`src/rtl/fetch_sequencer.sv`:
```
// Instruction fetch sequencer: issues one byte read at a time to a byte-wide
// instruction memory, assembles INST_W_BYTES bytes little-endian into one word
// and hands it to the decoder with a valid/ready handshake. A redirect flushes
// any partial fetch and drains an in-flight memory response.
module fetch_sequencer #(
    parameter int I_ADDR_W     = 12,
    parameter int INST_W_BYTES = 2,
    parameter int DATA_W       = 8
) (
    input  logic                           clk,
    input  logic                           rst,
    input  logic                           fetch_en,
    input  logic [I_ADDR_W-1:0]            pc,
    input  logic                           redirect,
    output logic                           pc_advance,
    output logic                           mem_req,
    output logic [I_ADDR_W-1:0]            mem_addr,
    input  logic                           mem_gnt,
    input  logic                           mem_rvalid,
    input  logic [DATA_W-1:0]              mem_rdata,
    output logic                           inst_valid,
    input  logic                           inst_ready,
    output logic [INST_W_BYTES*DATA_W-1:0] inst_data,
    output logic [I_ADDR_W-1:0]            inst_pc,
    output logic                           busy
);

    localparam int BW = (INST_W_BYTES > 1) ? $clog2(INST_W_BYTES) : 1;
    localparam logic [BW-1:0]       LAST_IDX    = BW'(INST_W_BYTES - 1);
    localparam logic [I_ADDR_W-1:0] INST_STRIDE = I_ADDR_W'(INST_W_BYTES);

    typedef enum logic [2:0] {
        IDLE,
        ISSUE,
        WAIT,
        DELIVER,
        DRAIN
    } state_t;

    state_t          state;
    logic [BW-1:0]   byte_idx;

    // Fetch state machine: request sequencing, byte assembly, redirect flush
    always_ff @(posedge clk or posedge rst) begin
        if (rst) begin
            state     <= IDLE;
            byte_idx  <= '0;
            inst_data <= '0;
            inst_pc   <= '0;
        end else begin
            unique case (state)
                IDLE: begin
                    if (fetch_en) begin
                        state    <= ISSUE;
                        byte_idx <= '0;
                        inst_pc  <= pc;
                    end
                end
                ISSUE: begin
                    // While requesting byte 0 inst_pc follows pc, so a redirect
                    // here is picked up on the following cycle without extra state.
                    if (byte_idx == '0)
                        inst_pc <= pc;
                    if (redirect) begin
                        byte_idx <= '0;
                        if (mem_gnt)
                            state <= DRAIN;
                    end else if (mem_gnt) begin
                        state <= WAIT;
                    end
                end
                WAIT: begin
                    if (redirect) begin
                        byte_idx <= '0;
                        state    <= mem_rvalid ? ISSUE : DRAIN;
                    end else if (mem_rvalid) begin
                        inst_data[int'(byte_idx)*DATA_W +: DATA_W] <= mem_rdata;
                        if (byte_idx == LAST_IDX) begin
                            state <= DELIVER;
                        end else begin
                            byte_idx <= byte_idx + 1'b1;
                            state    <= ISSUE;
                        end
                    end
                end
                DELIVER: begin
                    // A redirect consumes the word without advancing the PC.
                    if (redirect || inst_ready) begin
                        byte_idx <= '0;
                        if (fetch_en) begin
                            state   <= ISSUE;
                            inst_pc <= redirect ? pc : pc + INST_STRIDE;
                        end else begin
                            state <= IDLE;
                        end
                    end
                end
                DRAIN: begin
                    if (mem_rvalid) begin
                        byte_idx <= '0;
                        if (fetch_en) begin
                            state   <= ISSUE;
                            inst_pc <= pc;
                        end else begin
                            state <= IDLE;
                        end
                    end
                end
                default: state <= IDLE;
            endcase
        end
    end

    // Output decode straight from the state register
    always_comb begin
        mem_req    = (state == ISSUE);
        mem_addr   = mem_req ? pc + {{(I_ADDR_W-BW){1'b0}}, byte_idx} : '0;
        inst_valid = (state == DELIVER);
        pc_advance = inst_valid && inst_ready && !redirect;
        busy       = (state != IDLE);
    end

endmodule

```
`config.mk`:
```
export PLATFORM = sky130hd
export DESIGN_NAME = fetch_sequencer
export DESIGN_NICKNAME = d
export VERILOG_FILES = /design/src/rtl/fetch_sequencer.sv
export SDC_FILE = /design/constraint.sdc
export NUM_CORES = 1
export LEC_CHECK = 0
export ABC_AREA = 1
export CORE_UTILIZATION = 45
export DETAILED_ROUTE_END_ITERATION = 10
export GPL_ROUTABILITY_DRIVEN = 0
export PLACE_DENSITY = 0.81
export SLEW_MARGIN = 20
export SYNTH_ARGS = -nofsm -noshare
export SYNTH_HDL_FRONTEND = slang
export SYNTH_SLANG_ARGS = --single-unit
```
`constraint.sdc`:
```
create_clock -name clk -period 1.8 [get_ports clk]
set_clock_uncertainty 0.05 [all_clocks]
set_input_delay 0.18 -clock clk [delete_from_list [all_inputs] [get_ports clk]]
set_output_delay 0.18 -clock clk [all_outputs]
set_load 0.05 [all_outputs]
```
run_1/clock_map.png
The bar under the picture is 20 um long.
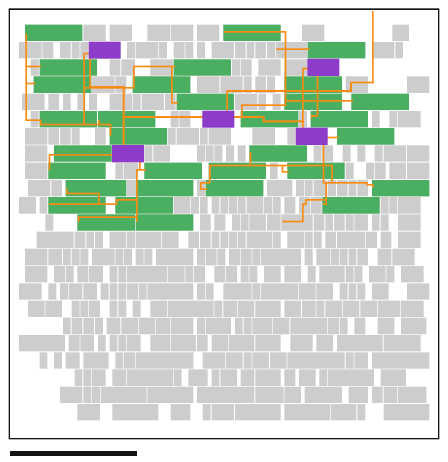
[clock wires] orange | length: 365 um
[flip-flops] green | count: 32
[cells driving clock nets] purple | count: 5
routed clock nets	6
clk latency late pin: 270 ps
Clk pwr share: 10.7%
P_clk: 581 uW

run_1/final_clocks.png
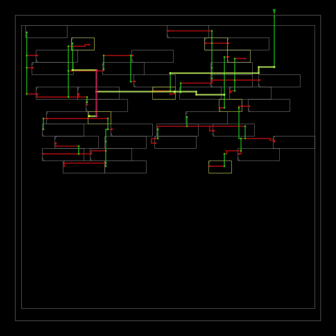
final-layout clock buffer total: 7
TritonCTS Buffers: 5
Flop Count: 32

==> impl_metrics.yaml, run 1 <==
# yosys + openroad results
run_status:
  status: "finished, violations left"
  violations: "negative setup slack"
job:
  max_cap_viol_count: 0
  warnings: 29
timing:
  hold_violations: 0
  drv_slew: 0
  setup_violations: 9
  setup_ws_ps: -179.9
  max_freq_mhz: 505.1
layout:
  mi_logic_area_um2: 1157
  flop_area_um2: 802.0
  area_delta_synth_final_pct: 76.70
  finish.net_count: 422
  drive_gt1_share_pct: 28.06
cts:
  clockBufferDepth: 2
  clk_pin_slew_ps: 60
  clock-sinks: 32
  tritoncts: "built"
  hold_buffers: 0
  cts-root-buf: "clkbuf_8"
  h-tree-depth: 2
placed_design:
  io_buffer_count: 70
  placed_cells: 430
  placed_cell_area_um2: 3099
  dp_hpwl_um: 4426
drt:
  ant_nets: 0
  vias: 2373
  drtIter0Drc: 295
  drt-pass1-iter-count: 5
  wl_um: 6269
  wl_per_cell_um: 14.18
  viasPerCell: 5.369
floorplan:
  core-area_um2: 4058
  die_x_um: 67.54
  fp_util_pct: 47.64
  die_h_um: 67.54
  ioPinCount: 71
synthesis:
  ys_top_cells_by_area: "dfrtp_1, nand2_1, nand3_1, inv_1, nor2_1"
  ys_types: 23
  yosysChipArea_um2: 1933
  synth_cells: 281
  ys_cells: 281
  yosysTopAreaCell: "dfrtp_1"
  synth_area_per_cell_um2: 6.879
critical_path:
  arrival_ps: 1750
  rrSetupSlack_ps: 130
  crit_start: "byte_idx"
  critPathMaxFanout: 5
  endpoint_kind: "primary output"
  r2r_start: "state[1]"
  cp.required_ps: 1570
  reg2reg_to: "inst_pc[3]"
  reg2reg_depth: 10
grt:
  grt_max_degree: 33
  overflow: 0
  grt_antenna_before_repair: 0
  grt_pass1_vias: 2188
power:
  p_total_uw: 5421
  ir_drop_mv: 1.006
  p_leak_uw: 0.001654
worst_hold_path:
  hold_class: "in2async"
run_1/cell_classes.png
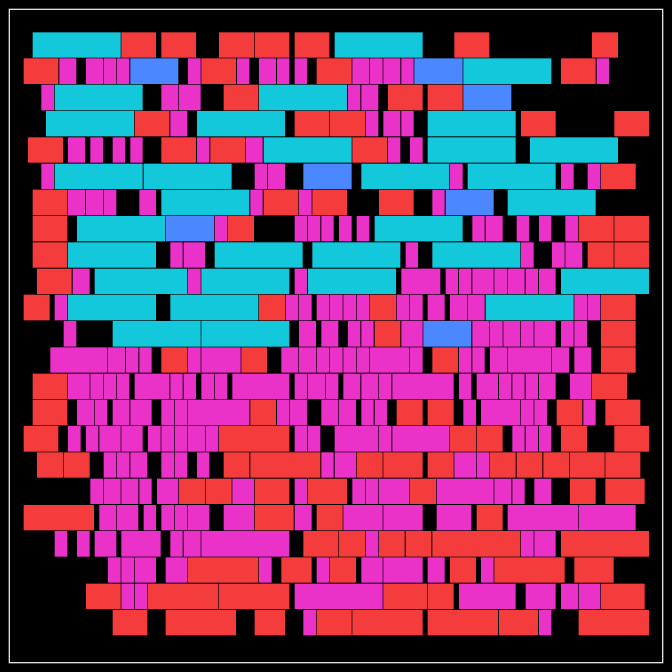
class	color	cells	share of their area
other buffers and delay cells	red	109	34%
flops	cyan	32	24%
clock drivers and dummy loads	blue	7	2.9%
all other logic	magenta	244	39%
final instance area: 3416 um^2
cell row count: 23
Final Core Density: 84.18%

run_1/gate_families.png
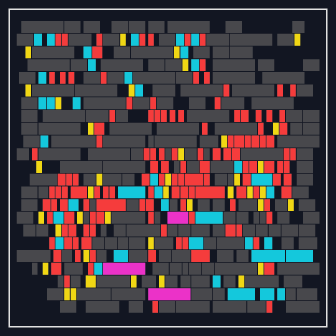
family	color	cells
inverting AOI/OAI gates	cyan	38
NAND gates	red	132
adder and majority cells	magenta	3
inverters	yellow	39
Comb area share: 33.88%
Top cell excl fill/tap: nand2_1
post-route non-filler standard cell count: 442

## run 1: worst max-delay path, cell delays in order, from the launching register on
cell       delay [ps]
dfrtp_1           410
ha_4              190
buf_6             120
nand2_4            70
buf_6             120
nor3_4             40
a211oi_2          290
clkbuf_16         230
## run 1: state kept, by name (all words and copies together) (netlist names)
name       cells
inst_data     16
state          3
byte_idx       1
inst_pc       12
## run 1: layout make-up
cell class                 count  share of cell area, %
clock buffer                   7                  2.821
inverter                      39                  4.359
multi-input combinational    205                  33.88
sequential                    32                  23.48
tap                           50                  1.831
timing repair buffer         109                  33.63
## run 1: through the flow
stage / setup TNS, ps / setup slack [ps] / hold WS (ps)
floorplan: -522.6 / -287.6 / 246.2
global placement: -1178 / -257.5 / 408.2
detailed placement: -1857 / -361.4 / 413.4
CTS: -972.9 / -189.9 / 243.0
global route: -1574 / -227.5 / 290.1
finish: -895.8 / -179.9 / 234.1
## run 1: cell usage in the layout, fill, tap and decap left out
cell type / count
a211oi_2: 1
a211oi_4: 1
a21oi_1: 2
a21oi_2: 1
a21oi_4: 4
buf_12: 11
buf_4: 37
buf_6: 6
clkbuf_16: 2
clkbuf_8: 7
clkdlybuf4s50_1: 49
dfrtp_1: 31
dfrtp_2: 1
dlygate4sd2_1: 2
dlymetal6s2s_1: 2
ha_1: 1
ha_4: 2
inv_1: 33
inv_2: 5
inv_4: 1
nand2_1: 90
nand2_2: 7
nand2_4: 2
nand3_1: 25
nand3_2: 1
nand3_4: 2
nand4_1: 5
nor2_1: 14
nor2_2: 7
nor2_4: 6
nor3_1: 1
nor3_2: 1
nor3_4: 2
o21ai_0: 6
o21ai_1: 19
o21ai_2: 2
o22ai_1: 2
or2_2: 1
## run 1: logic make-up (layout without fill, tap and decap cells)
kind of cell | after synthesis | after routing | share of synthesized area, %
AOI/OAI and AO/OA | 38 | 38 | 10.23
adders and majority gates | 3 | 3 | 1.942
buffers and inverters | 44 | 155 | 9.320
DFF | 32 | 32 | 41.42
and+or+nand+nor | 164 | 164 | 37.09
## run 1: synthesized netlist by cell type, drive strengths merged
cell type  number
buf             5
nand3          28
or2             1
nor2           27
o22ai           2
dfrtp          32
nor3            4
o21ai          27
a211oi          2
nand4           5
a21oi           7
ha              3
inv            39
nand2          99
## run 1: worst min path at each step
stage | to | depth (start not counted) | from
floorplan | byte_idx | 1 | rst
global placement | inst_pc[0] | 2 | inst_pc[0]
detailed placement | inst_pc[0] | 2 | inst_pc[0]
CTS | inst_data[7] | 3 | rst
global route | inst_data[1] | 3 | rst
finish | inst_pc[8] | 3 | rst
## run 1: routing by layer
metal | GRT usage [%] | routed length [um] | up-vias
met5 | 0 | 0 | -
met4 | 11.70 | 178 | 0
met3 | 6.081 | 386 | 25
met2 | 48.39 | 3263 | 125
met1 | 33.97 | 2441 | 1105
li1 | - | - | 1118
## run 1: repair_timing
item,CTS,global route
setup buffers,2,3
gates resized,33,19
endpoints found under the setup margin,11,12
gates cloned,0,0
pin swaps,9,5
## run 1: where the power goes
group          internal [uW]  switching (uW)
Clock                    340             241
Sequential              1000             187
Combinational           1320            2330
run_1/registers.png
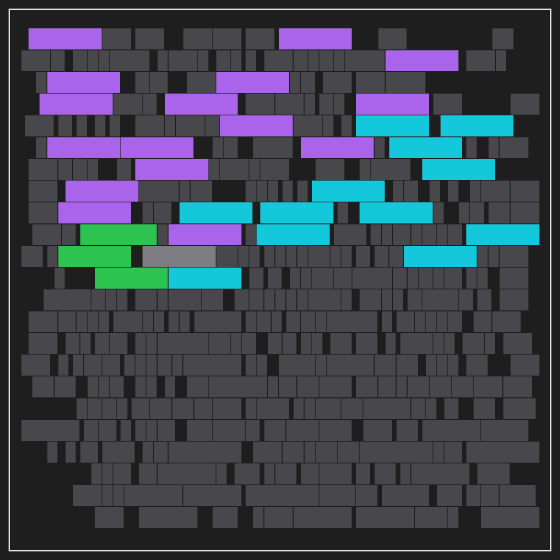

==> run 2: changes to the inputs <==
--- a/config.mk
+++ b/config.mk
@@ -6,10 +6,10 @@
 export NUM_CORES = 1
 export LEC_CHECK = 0
 export ABC_AREA = 1
-export CORE_UTILIZATION = 45
+export CORE_UTILIZATION = 48
 export DETAILED_ROUTE_END_ITERATION = 10
 export GPL_ROUTABILITY_DRIVEN = 0
-export PLACE_DENSITY = 0.81
+export PLACE_DENSITY = 0.85
 export SLEW_MARGIN = 20
 export SYNTH_ARGS = -nofsm -noshare
 export SYNTH_HDL_FRONTEND = slang
==> constraint.sdc (replaced) <==
create_clock -name clk -period 2.4 [get_ports clk]
set_clock_uncertainty 0.05 [all_clocks]
set_input_delay 0.24 -clock clk [delete_from_list [all_inputs] [get_ports clk]]
set_output_delay 0.24 -clock clk [all_outputs]
set_load 0.05 [all_outputs]
run_2/registers.png
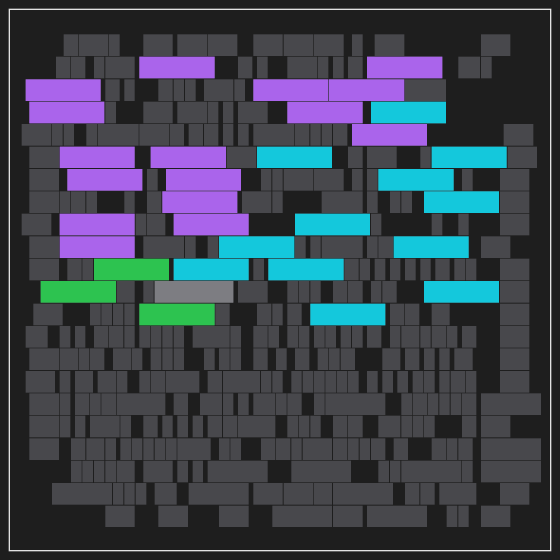
signal	color	flops
inst_pc	cyan	12
inst_data	purple	16
state	green	3
not colored	1
sequential cell area share: 27.59%
Flop area: 802.0 um^2
seq pwr: 906 uW
Final Core Density: 77.07%

run_2/cell_classes.png
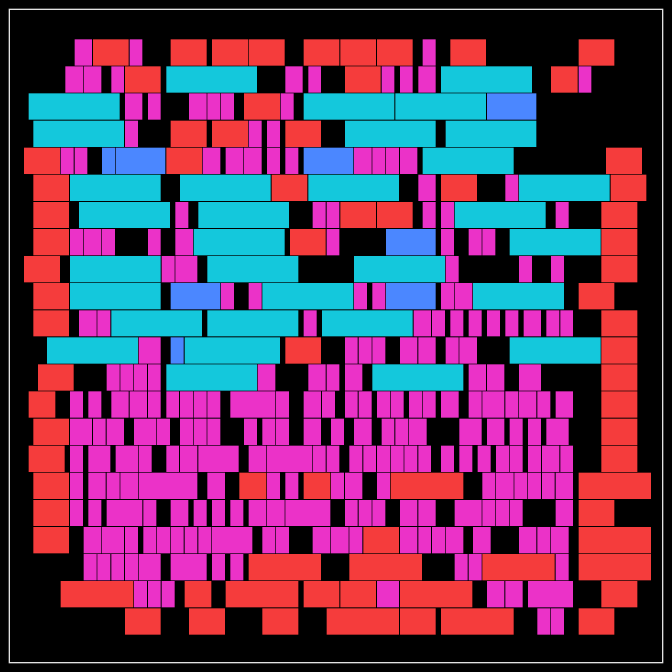
class	color	cells	share of their area
flops	cyan	32	28%
other buffers and delay cells	red	74	30%
clock drivers and dummy loads	blue	8	3.2%
all other logic	magenta	244	39%
core area: 3771 um^2
cell row count: 22
final instance area: 2907 um^2

==> run 2 against run 1 <==
  * The flow now finishes without violations
  * Routed wire length shrank 21%
  * Register-to-register slack gained 440 ps
  * Via count decreased by 11%
  * Die size shrank 6.1%
  * Final cell count shrank 8.1%
  * Clock power down 29%
  * Sequential share of layout area increased by 4.1 points
  * Count of clock-buffer cells in the layout is 1 higher
  * Sequential cell count unchanged
  * Area after synthesis unchanged
  * Setup slack improved by 330 ps
  * Critical path depth shrank 3
  * Critical endpoint is now mem_req
==> impl_metrics.yaml, run 2 <==
# yosys + openroad results
synthesis:
  synth_area_per_cell_um2: 6.879
  ys_warn_count: 0
  synth.top_cell.area_share_pct: 41.42
  yosysMostFrequentCell: "nand2_1"
  netlist_top_cells_count: "nand2_1, inv_1, dfrtp_1, nand3_1, nor2_1"
  mux_share_pct: 0
  yosysTopAreaCell: "dfrtp_1"
  synthTopLogicFamily: "simple AND/OR/NAND/NOR gates"
  ys.flop_type: "dfrtp_1"
  synth_cells: 281
  ys_sh_simple_pct: 37.09
  fp_nets: 311
  yosysChipArea_um2: 1933
  synthArstFlopShare_pct: 100.0
  ys_types: 23
  adder_share_pct: 1.942
  syn_area_um2: 1933
  edf_count: 0
  ys_cells: 281
  ys_sh_aoi_pct: 10.23
  ys_sh_xor_pct: 0
  ys_top_cells_by_area: "dfrtp_1, nand2_1, nand3_1, inv_1, nor2_1"
layout:
  finish.net_count: 387
  stdcell_count: 406
  largest_reg_flops: 16
  lay_top_count: "nand2_1"
  reg.largest.list: "inst_data: 16 flops, inst_pc: 12 flops, state: 3 flops"
  mi_logic_area_um2: 959.7
  final_cell_mix: "nand2_1, clkdlybuf4s50_1, inv_1, dfrtp_1, nand3_1"
  area_delta_synth_final_pct: 50.36
  largest_register: "inst_data"
  drive_gt1_share_pct: 11.45
timing:
  relSlewSlack_pct: 64.22
  drv_slew: 0
  fin_crit_sh_pct: 93.74
  setup_violations: 0
  hold_ws_ps: 290.4
  max_freq_mhz: 444.5
  hold_violations: 0
  worst_slew_pin_slew_ps: 535.1
  finalSetupTns_ps: 0
grt:
  grt_pass1_wl_um: 8355
  grt_antenna_before_repair: 0
  grt_max_degree: 33
  overflow: 0
  grt_pass1_vias: 1920
critical_path:
  endpoint_kind: "primary output"
  critPathMaxFanout: 9
  worstSetupPathType: "reg2out"
  r2r_start: "state[2]"
  rrSetupSlack_ps: 570
  startpoint_type: "flop"
  arrival_ps: 1960
  cp.required_ps: 2110
  crit_start: "state[2]"
placed_design:
  placed_cells: 398
  io_buffer_count: 70
  dp_hpwl_um: 3853
  placed_cell_area_um2: 2813
floorplan:
  fp_util_pct: 51.26
  ioPinCount: 71
  die_h_um: 65.46
  die_x_um: 65.46
cts:
  cts-root-buf: "clkbuf_8"
  hold_buffers: 0
  clockBufferDepth: 2
  clk_pin_slew_ps: 60
  clock-sinks: 32
  tritoncts: "built"
  h-tree-depth: 2
  insertion_delay_ps: 270
  cts_made_buffers: 5
run_status:
  status: "finished clean"
drt:
  drtIter0Drc: 165
  wl_per_cell_um: 12.18
  ant_nets: 0
  met3_length_um: 294
  vias: 2112
  drt-pass1-iter-count: 4
  drc: 0
  maxUsedRoutingLayer: "met4"
  wl_met1_um: 2081
  routed-wl-met2_um: 2506
  viasPerCell: 5.202
  wl_um: 4944
worst_hold_path:
  hold_class: "in2async"
job:
  max_cap_viol_count: 0
  warnings: 26
power:
  power.density_nw_per_um2: 1296
  ir_drop_mv: 0.9324
  p_leak_uw: 0.001406
==> run 2: netlist changes by cell type in the layout (fill, tap and decap cells not counted), moves of 5 or more <==
cell / before / now
nor2_1: 14 / 23
buf_4: 37 / 5
buf_6: 6 / 0
nor2_2: 7 / 2
a21oi_1: 2 / 7
clkdlybuf4s50_1: 49 / 57
o21ai_0: 6 / 11
nand2_1: 90 / 96
==> run 2: kinds of logic (layout without fill, tap and decap cells) <==
logic type / count (synthesis) / count (layout)
AND-OR/OR-AND: 38 / 38
adder cells (fa/ha/maj): 3 / 3
buffers and inverters: 44 / 121
flip-flops: 32 / 32
AND/OR/NAND/NOR: 164 / 164
==> run 2: through the flow <==
step	setup slack (ps)	util [%]	power, uW
after floorplan	23.43	-	2477
after CTS	112.9	76.97	3781
after global placement	204.1	74.59	3323
after detailed placement	140.0	74.59	3362
after global routing	31.99	77.07	3986
final	150.2	77.07	3766
==> run 2: metal layers <==
| layer | global-route usage (%) | vias up |
|---|---|---|
| li1 | - | 1045 |
| met1 | 32.33 | 975 |
| met2 | 44.33 | 84 |
| met3 | 5.035 | 8 |
| met4 | 6.522 | 0 |
| met5 | 0 | - |
==> run 2: final timing paths <==
check	end	cells past startpoint
max in group asynchronous	byte_idx	3
worst max-delay path	mem_req	4
worst min-delay path	inst_data[5]	3
worst min register to register	inst_pc[0]	2
min in group clk	inst_pc[0]	2
worst max register to register	inst_pc[11]	9
==> run 2: report_power, final <==
part,internal (uW),switching (uW)
clock,233,177
sequential,752,153
combinational,843,1610
total,1830,1940
==> run 2: repair_timing <==
item / 4_1_cts / 5_1_grt
resized: 0 / 2
setup endpoints to repair: 0 / 2
buffers inserted: 0 / 0
==> run 2: layout make-up <==
class | instances | area share, %
multi-input cells | 205 | 33.02
repair buffers | 74 | 29.19
flip-flops and latches | 32 | 27.59
inverters | 39 | 5.037
clock buffers | 8 | 3.099
well taps | 48 | 2.066
==> run 2: worst max-delay path, stage by stage, from the launching register on <==
cell and delay, ps:
dfrtp_1 470, inv_2 170, nand3_2 90, inv_2 140, clkdlybuf4s50_1 820
Power figures rest on the tool's default switching activity, not on a simulated workload.
